<file path="config.mk">
export PLATFORM = sky130hd
export DESIGN_NAME = led_pwm_wb8
export DESIGN_NICKNAME = d
export VERILOG_FILES = /design/src/rtl/led_pwm_wb8.sv
export SDC_FILE = /design/constraint.sdc
export NUM_CORES = 1
export LEC_CHECK = 0
export CELL_PAD_IN_SITES_DETAIL_PLACEMENT = 1
export CELL_PAD_IN_SITES_GLOBAL_PLACEMENT = 2
export CORE_ASPECT_RATIO = 1.75
export CORE_MARGIN = 2
export CORE_UTILIZATION = 45
export CTS_BUF_LIST = sky130_fd_sc_hd__clkbuf_4 sky130_fd_sc_hd__clkbuf_8 sky130_fd_sc_hd__clkbuf_16
export DETAILED_ROUTE_END_ITERATION = 16
export GPL_TIMING_DRIVEN = 0
export PLACE_DENSITY_LB_ADDON = 0.1
export SLEW_MARGIN = 25
export SYNTH_ARGS = -nofsm -noshare
export SYNTH_HDL_FRONTEND = slang
export SYNTH_SLANG_ARGS = --single-unit
</file>
<file path="constraint.sdc">
create_clock -name I_wb_clk -period 8.35 [get_ports I_wb_clk]
set_clock_uncertainty 0.2 [all_clocks]
set_input_delay 1.67 -clock I_wb_clk [delete_from_list [all_inputs] [get_ports I_wb_clk]]
set_output_delay 1.67 -clock I_wb_clk [all_outputs]
set_load 0.05 [all_outputs]
</file>
<file path="src/rtl/led_pwm_wb8.sv">
// led_pwm_wb8: 8-bit Wishbone responder driving eight PWM-dimmed LEDs.
// Register map: 0x0 EN mask, 0x1 PRE prescaler, 0x2..0x9 DUTY0..DUTY7,
// 0xA..0xF unmapped (writes dropped, reads return 0x00).
// Build macro LED_PWM_WB8_SHADOW_EN: when defined, each LED compares against
// a shadow copy of its duty that reloads only at the PWM wrap event, so every
// PWM period is glitch-free. When undefined, the duty registers feed the
// comparators directly.
module led_pwm_wb8 (
    input  logic       I_wb_clk,
    input  logic       I_reset,
    input  logic       I_wb_stb,
    input  logic       I_wb_we,
    input  logic [3:0] I_wb_adr,
    input  logic [7:0] I_wb_dat,
    output logic       O_wb_ack,
    output logic [7:0] O_wb_dat,
    output logic [7:0] O_led
);

    localparam logic [3:0] ADR_EN       = 4'h0;
    localparam logic [3:0] ADR_PRE      = 4'h1;
    localparam logic [3:0] ADR_DUTY_LO  = 4'h2;
    localparam logic [3:0] ADR_DUTY_HI  = 4'h9;

    // Programmable registers
    logic [7:0] en_q;
    logic [7:0] pre_q;
    logic [7:0] duty_q [8];

    // Bus response registers
    logic       ack_q;
    logic [7:0] rdat_q;
    logic [7:0] rdat_d;

    // PWM engine state
    logic [7:0] preCnt_q;
    logic [7:0] preCnt_d;
    logic [7:0] pwmCnt_q;
    logic [7:0] pwmCnt_d;
    logic [7:0] led_q;
    logic [7:0] led_d;
    logic       tick;

    // Duty values the comparators actually use
    logic [7:0] dutyAct [8];

    // Address decode helpers
    logic       wrEn;
    logic       rdEn;
    logic       dutyHit;
    logic [2:0] dutyIdx;

    // Decode the bus request; DUTYn index is the address minus two, and the
    // low three bits of that difference are enough for addresses 2..9.
    always_comb begin
        wrEn    = I_wb_stb & I_wb_we;
        rdEn    = I_wb_stb & ~I_wb_we;
        dutyHit = (I_wb_adr >= ADR_DUTY_LO) && (I_wb_adr <= ADR_DUTY_HI);
        dutyIdx = I_wb_adr[2:0] - 3'd2;
    end

    // Register file: a held write simply rewrites the same value each cycle.
    always_ff @(posedge I_wb_clk or posedge I_reset) begin
        if (I_reset) begin
            en_q  <= 8'h00;
            pre_q <= 8'h00;
            for (int i = 0; i < 8; i++) begin
                duty_q[i] <= 8'h00;
            end
        end else if (wrEn) begin
            if (I_wb_adr == ADR_EN) begin
                en_q <= I_wb_dat;
            end else if (I_wb_adr == ADR_PRE) begin
                pre_q <= I_wb_dat;
            end else if (dutyHit) begin
                duty_q[dutyIdx] <= I_wb_dat;
            end
        end
    end

    // Read mux: DUTYn returns the pending (written) value, unmapped reads 0.
    always_comb begin
        rdat_d = rdat_q;
        if (rdEn) begin
            if (I_wb_adr == ADR_EN) begin
                rdat_d = en_q;
            end else if (I_wb_adr == ADR_PRE) begin
                rdat_d = pre_q;
            end else if (dutyHit) begin
                rdat_d = duty_q[dutyIdx];
            end else begin
                rdat_d = 8'h00;
            end
        end
    end

    // Ack is the strobe delayed by one clock; read data lands with it.
    always_ff @(posedge I_wb_clk or posedge I_reset) begin
        if (I_reset) begin
            ack_q  <= 1'b0;
            rdat_q <= 8'h00;
        end else begin
            ack_q  <= I_wb_stb;
            rdat_q <= rdat_d;
        end
    end

    // Prescaler and PWM counter next state; >= lets a lowered PRE take
    // effect immediately instead of waiting for the counter to overflow.
    always_comb begin
        tick     = (preCnt_q >= pre_q);
        preCnt_d = tick ? 8'h00 : preCnt_q + 8'd1;
        pwmCnt_d = tick ? pwmCnt_q + 8'd1 : pwmCnt_q;
    end

    // Prescaler and PWM counter registers.
    always_ff @(posedge I_wb_clk or posedge I_reset) begin
        if (I_reset) begin
            preCnt_q <= 8'h00;
            pwmCnt_q <= 8'h00;
        end else begin
            preCnt_q <= preCnt_d;
            pwmCnt_q <= pwmCnt_d;
        end
    end

`ifdef LED_PWM_WB8_SHADOW_EN
    logic [7:0] dutyAct_q [8];
    logic       wrap;

    // Wrap event: the tick that takes pwmCnt from 255 back to 0.
    always_comb begin
        wrap = tick && (pwmCnt_q == 8'hFF);
    end

    // Shadow duties reload at the wrap; a DUTYn write on the same edge is
    // not yet visible here, so it applies from the following wrap.
    always_ff @(posedge I_wb_clk or posedge I_reset) begin
        if (I_reset) begin
            for (int i = 0; i < 8; i++) begin
                dutyAct_q[i] <= 8'h00;
            end
        end else if (wrap) begin
            for (int i = 0; i < 8; i++) begin
                dutyAct_q[i] <= duty_q[i];
            end
        end
    end

    // Comparators use the shadow copies.
    always_comb begin
        for (int i = 0; i < 8; i++) begin
            dutyAct[i] = dutyAct_q[i];
        end
    end
`else
    // Comparators use the written duties directly.
    always_comb begin
        for (int i = 0; i < 8; i++) begin
            dutyAct[i] = duty_q[i];
        end
    end
`endif

    // LED compare: duty 0 is always off, duty 255 is off one tick in 256.
    always_comb begin
        led_d = 8'h00;
        for (int i = 0; i < 8; i++) begin
            led_d[i] = en_q[i] & (pwmCnt_q < dutyAct[i]);
        end
    end

    // Registered LED outputs, lagging pwmCnt by one clock.
    always_ff @(posedge I_wb_clk or posedge I_reset) begin
        if (I_reset) begin
            led_q <= 8'h00;
        end else begin
            led_q <= led_d;
        end
    end

    assign O_wb_ack = ack_q;
    assign O_wb_dat = rdat_q;
    assign O_led    = led_q;

endmodule

</file>
==> run_1/sizing.png <==
Scale bar: 20 um.
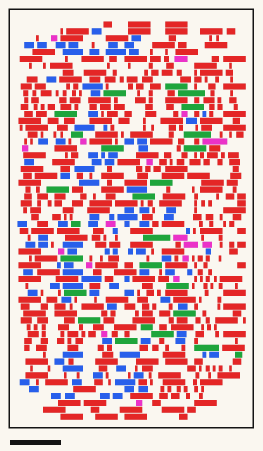
| color | size | cells | share |
|---|---|---|---|
| red | x1 and smaller | 487 | 77% |
| magenta | x3 and x4 | 17 | 2.7% |
| blue | x2 | 102 | 16% |
| green | x6 and larger | 25 | 4.0% |
Non-Filler Cell Area, Final: 7755 sq um
bufs w/o clock: 46
P&R area growth vs syn: 16.55%
Worst Setup Slack, final: 4.206 ns

==> run_1/placed.png <==
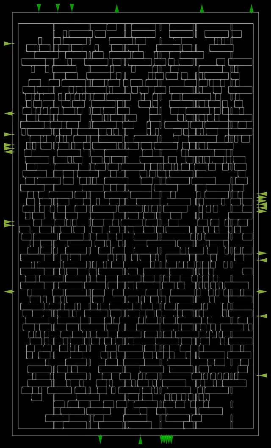
core area: 14,440 sq um
register share of the cell area: 36.46%

==> run_1/m4.png <==
Supply wires on this layer in gray.
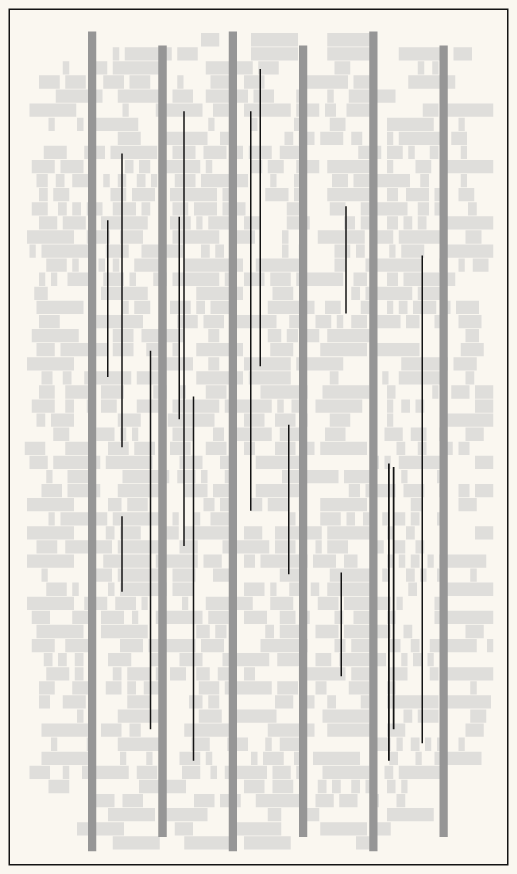
main direction: vertical
nets with wire on the layer: 11
share of all routed wire: 4.0%
longest straight run: 93.8 um
wire length on this layer: 770 um
total length of routed wires: 19.47 mm
via count: 4,711

==> out/writeup.txt, run 1 <==
The run finished with clean final reports. Per the synthesis report, the adder-cell share of the synthesized area is 13.16%. The tools report the routability congestion estimate as 0.8426.

In this run the post-CTS setup repair buffer count came out at 0. The final layout contains a sequential cell count of 113. For this block, wires on met1 add up to 7.595 mm.

For the initial antenna violation count, the log shows 0. The class of the most critical setup path was in -> reg. The stage logs contain a warning count of 29.

With the static leakage at 3.640 nW, the met3 routed wirelength is 681 um. Max-slew check failures listed in the final report amount to 0. The final-layout clock-cell area share came out at 7.777%. Top layer reached by signal wires: met4. According to the dpl log, the detail-placed design has an HPWL of 14.36 mm. The tools report the capturing element type of the critical path as a flip-flop.

Listed in order, past its start point the critical path passes clkdlybuf4s50_1 -> buf_6 -> buf_4 -> inv_1 -> ha_1 -> buf_1 -> mux2i_1 -> nor2_1 -> o31a_1. The number of buffers and inverters on the critical path is 5. The share of cell area taken by multi-input logic gates was 44.64%. At the placement stage, the worst setup path has a slack of 3.747 ns.

The clock reaches the later pin of the worst-skew pair after 0.42 ns. After detailed routing, the average wire length per cell comes to 24.00 um. In the layout the tool counted multi-input logic cells amounting to 373. The global-route usage over all layers came out at 26.75%. TritonCTS built the clock tree.

Along the worst path, the maximum fanout reaches 10. Number of synthesized flops with an enable pin: 0. The run gives 24 for the tally of buffers added on design ports.

Synthesis inferred 113 register bits. For this run, design rule violations remaining after detail routing come to 0. On the worst setup and hold paths after CTS, the clock-pin slew comes to 0.06 ns.
-- run 1: cell usage in the layout, fill, tap and decap left out, drive strengths merged --
cell and instances:
nor3 30, inv 68, bufinv 3, nand2b 10, nor2 17, or3 1, clkbuf 29, a21o 9
o31a 1, nand3 17, nor4 4, clkdlybuf4s50 24, o21ai 15, and4 2, nand4 2, o211ai 2
a21oi 17, mux2i 12, dfrtp 113, buf 14, o21a 1, mux2 74, o21bai 1, o22a 8
clkinvlp 4, nor2b 9, nor4b 8, clkinv 3, and2 3, a2111oi 9, xnor2 9, xor2 4
and3 2, ha 70, mux4 16, nand2 20
-- run 1: final timing paths --
kind                                         start  slack, ns  depth (start not counted)                       to
min reg2reg                O_wb_dat[5]$_DFFE_PP0P_       0.32                          2  O_wb_dat[5]$_DFFE_PP0P_
max                                    I_wb_adr[1]       4.21                          9  O_wb_dat[2]$_DFFE_PP0P_
min in group asynchronous                  I_reset       1.48                          2     pre_q[5]$_DFFE_PP0P_
min                        O_wb_dat[5]$_DFFE_PP0P_       0.32                          2  O_wb_dat[5]$_DFFE_PP0P_
max reg2reg                pwmCnt_q[1]$_DFFE_PP0P_       5.77                          5       O_led[1]$_DFF_PP0_
max in group asynchronous                  I_reset       5.77                          3  dutyAct[27]$_DFFE_PP0P_
-- run 1: metal layers --
metal / track usage (%) / vias up
li1: - / 2138
met4: 12.34 / 0
met5: 0 / -
met1: 31.29 / 2441
met2: 46.95 / 97
met3: 4.425 / 35
-- run 1: report_power, final --
| group | leakage [nW] | internal [mW] | switching, mW |
|---|---|---|---|
| combinational | 1.92 | 0.300 | 0.342 |
| sequential | 1.43 | 0.672 | 0.122 |
| clock | 0.288 | 0.487 | 0.271 |
==> run_1/m3.png <==
Scale bar: 20 um.
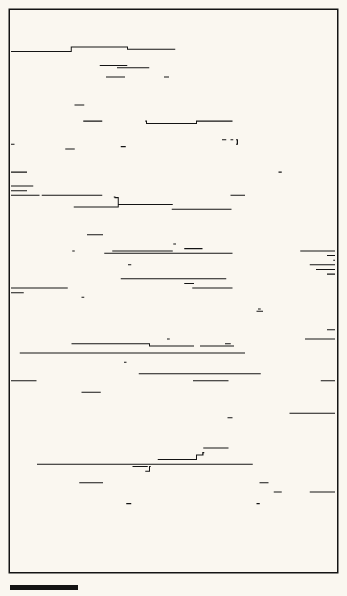

--- run 2 (diff from run 1) ---
- CORE_UTILIZATION: 45 -> 42
- clock period: 8.35 -> 4 ns (I/O delays scaled with it)
==> run_2/m3.png <==
Scale bar: 20 um.
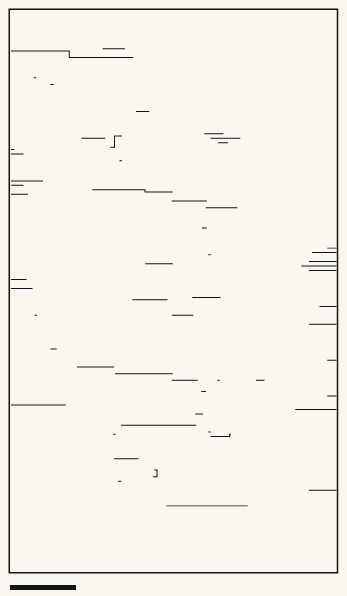
wire length on this layer: 392 um
longest straight run: 24.4 um
share of all routed wire: 2.0%
main direction: horizontal
via count: 4,655
global routing met3 resource utilization: 3.554%
total length of routed wires: 19.81 mm

==> run_2/placed.png <==
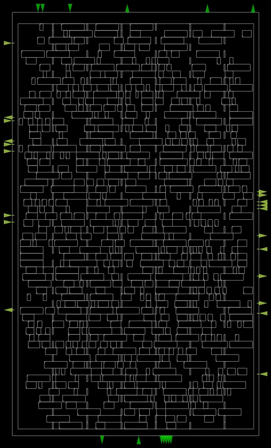
count of filler cells inserted in the layout: 1,644
register share of the cell area: 36.35%
well tap count: 186
utilization of the core after routing: 50.30%

==> run 2 against run 1 <==
Flip-flop count stayed put. Critical path depth rose by 1. Wire length increased by 1.8%. Register-to-register slack worse by 4.3 ns. Core utilization fell by 3.4 points. Setup slack got worse by 3.6 ns.
==> out/writeup.txt, run 2 <==
TritonCTS built the clock tree. The number of warnings the tools reported is 29. The final layout contains a sequential cell count of 113. The worst setup path is of the in -> reg kind. The run gives 32.67% for the switching portion of total power. The run finished with clean final reports. Power attributed to sequential cells is 1.66 mW. The biggest fanout along the worst timing path is 10, and the global-route usage over all layers is 24.85%. In this run, synthesis inferred 0 flip-flops with an integrated enable. In this run the static leakage power is 3.662 nW.

The flow reports that sequential cells draw 35.9% of the design power. The count of buffers added on input and output ports is 24. With the part of the power in combinational logic at 29.1%, the routability congestion estimate is 0.8289. Per the post-run analysis, buffers plus inverters along the critical path come to 5.

For the standard cell core area, the log shows 15,460 sq um. The routed design shows a wire length per standard cell of 24.24 um. Most common cell after layout, fill and taps aside: sky130_fd_sc_hd__dfrtp_1.

Multi-input gates account for 44.51% of the area. Combinational power for this build is 1.34 mW.
## run 2: per-stage QoR
stage          power, mW  cell area (sq um)  hold WS [ns]  setup WS [ns]  cells
2_1_floorplan      2.541               6654        0.2668        0.01264    575
3_3_place_gp       2.953               7127        0.2896         -1.736    785
3_5_place_dp       3.025               7159        0.2921         0.2508    786
4_1_cts            4.658               7776        0.3051         0.6690    816
5_1_grt            4.851               7776        0.3302         0.4790    816
6_report           4.609               7779        0.2961         0.6406    817
## run 2: kinds of logic after synthesis
kind of cell               count (synthesis)  share of synthesized area (%)
xor gates and xnor gates                  13                          1.711
AOI/OAI and AO/OA                         63                          6.600
buffers and inverters                     89                          5.472
adders and majority gates                 70                          13.16
DFF                                      113                          42.50
muxes                                    102                          19.80
and+or+nand+nor                          125                          10.76
## run 2: layer usage
metal / global-route usage (%) / up-vias / routed length, um
met2: 46.59 / 71 / 11020
met1: 27.91 / 2423 / 7840
met3: 3.554 / 26 / 391
met4: 9.708 / 0 / 556
met5: 0 / - / 0
li1: - / 2135 / -
## run 2: path summary, 6_finish.rpt
path / cells after the start / slack [ns] / endpoint / start
min in group asynchronous: 2 / 0.59 / pre_q[5]$_DFFE_PP0P_ / I_reset
worst max register to register: 8 / 1.46 / pwmCnt_q[1]$_DFFE_PP0P_ / preCnt_q[0]$_DFF_PP0_
worst min register to register: 2 / 0.30 / O_wb_dat[5]$_DFFE_PP0P_ / O_wb_dat[5]$_DFFE_PP0P_
worst max-delay path: 10 / 0.64 / O_wb_dat[6]$_DFFE_PP0P_ / I_wb_adr[1]
worst min-delay path: 2 / 0.30 / O_wb_dat[5]$_DFFE_PP0P_ / O_wb_dat[5]$_DFFE_PP0P_
max in group asynchronous: 3 / 2.32 / dutyAct[48]$_DFFE_PP0P_ / I_reset
No activity file was given, so power comes from the tool's default toggle rates.
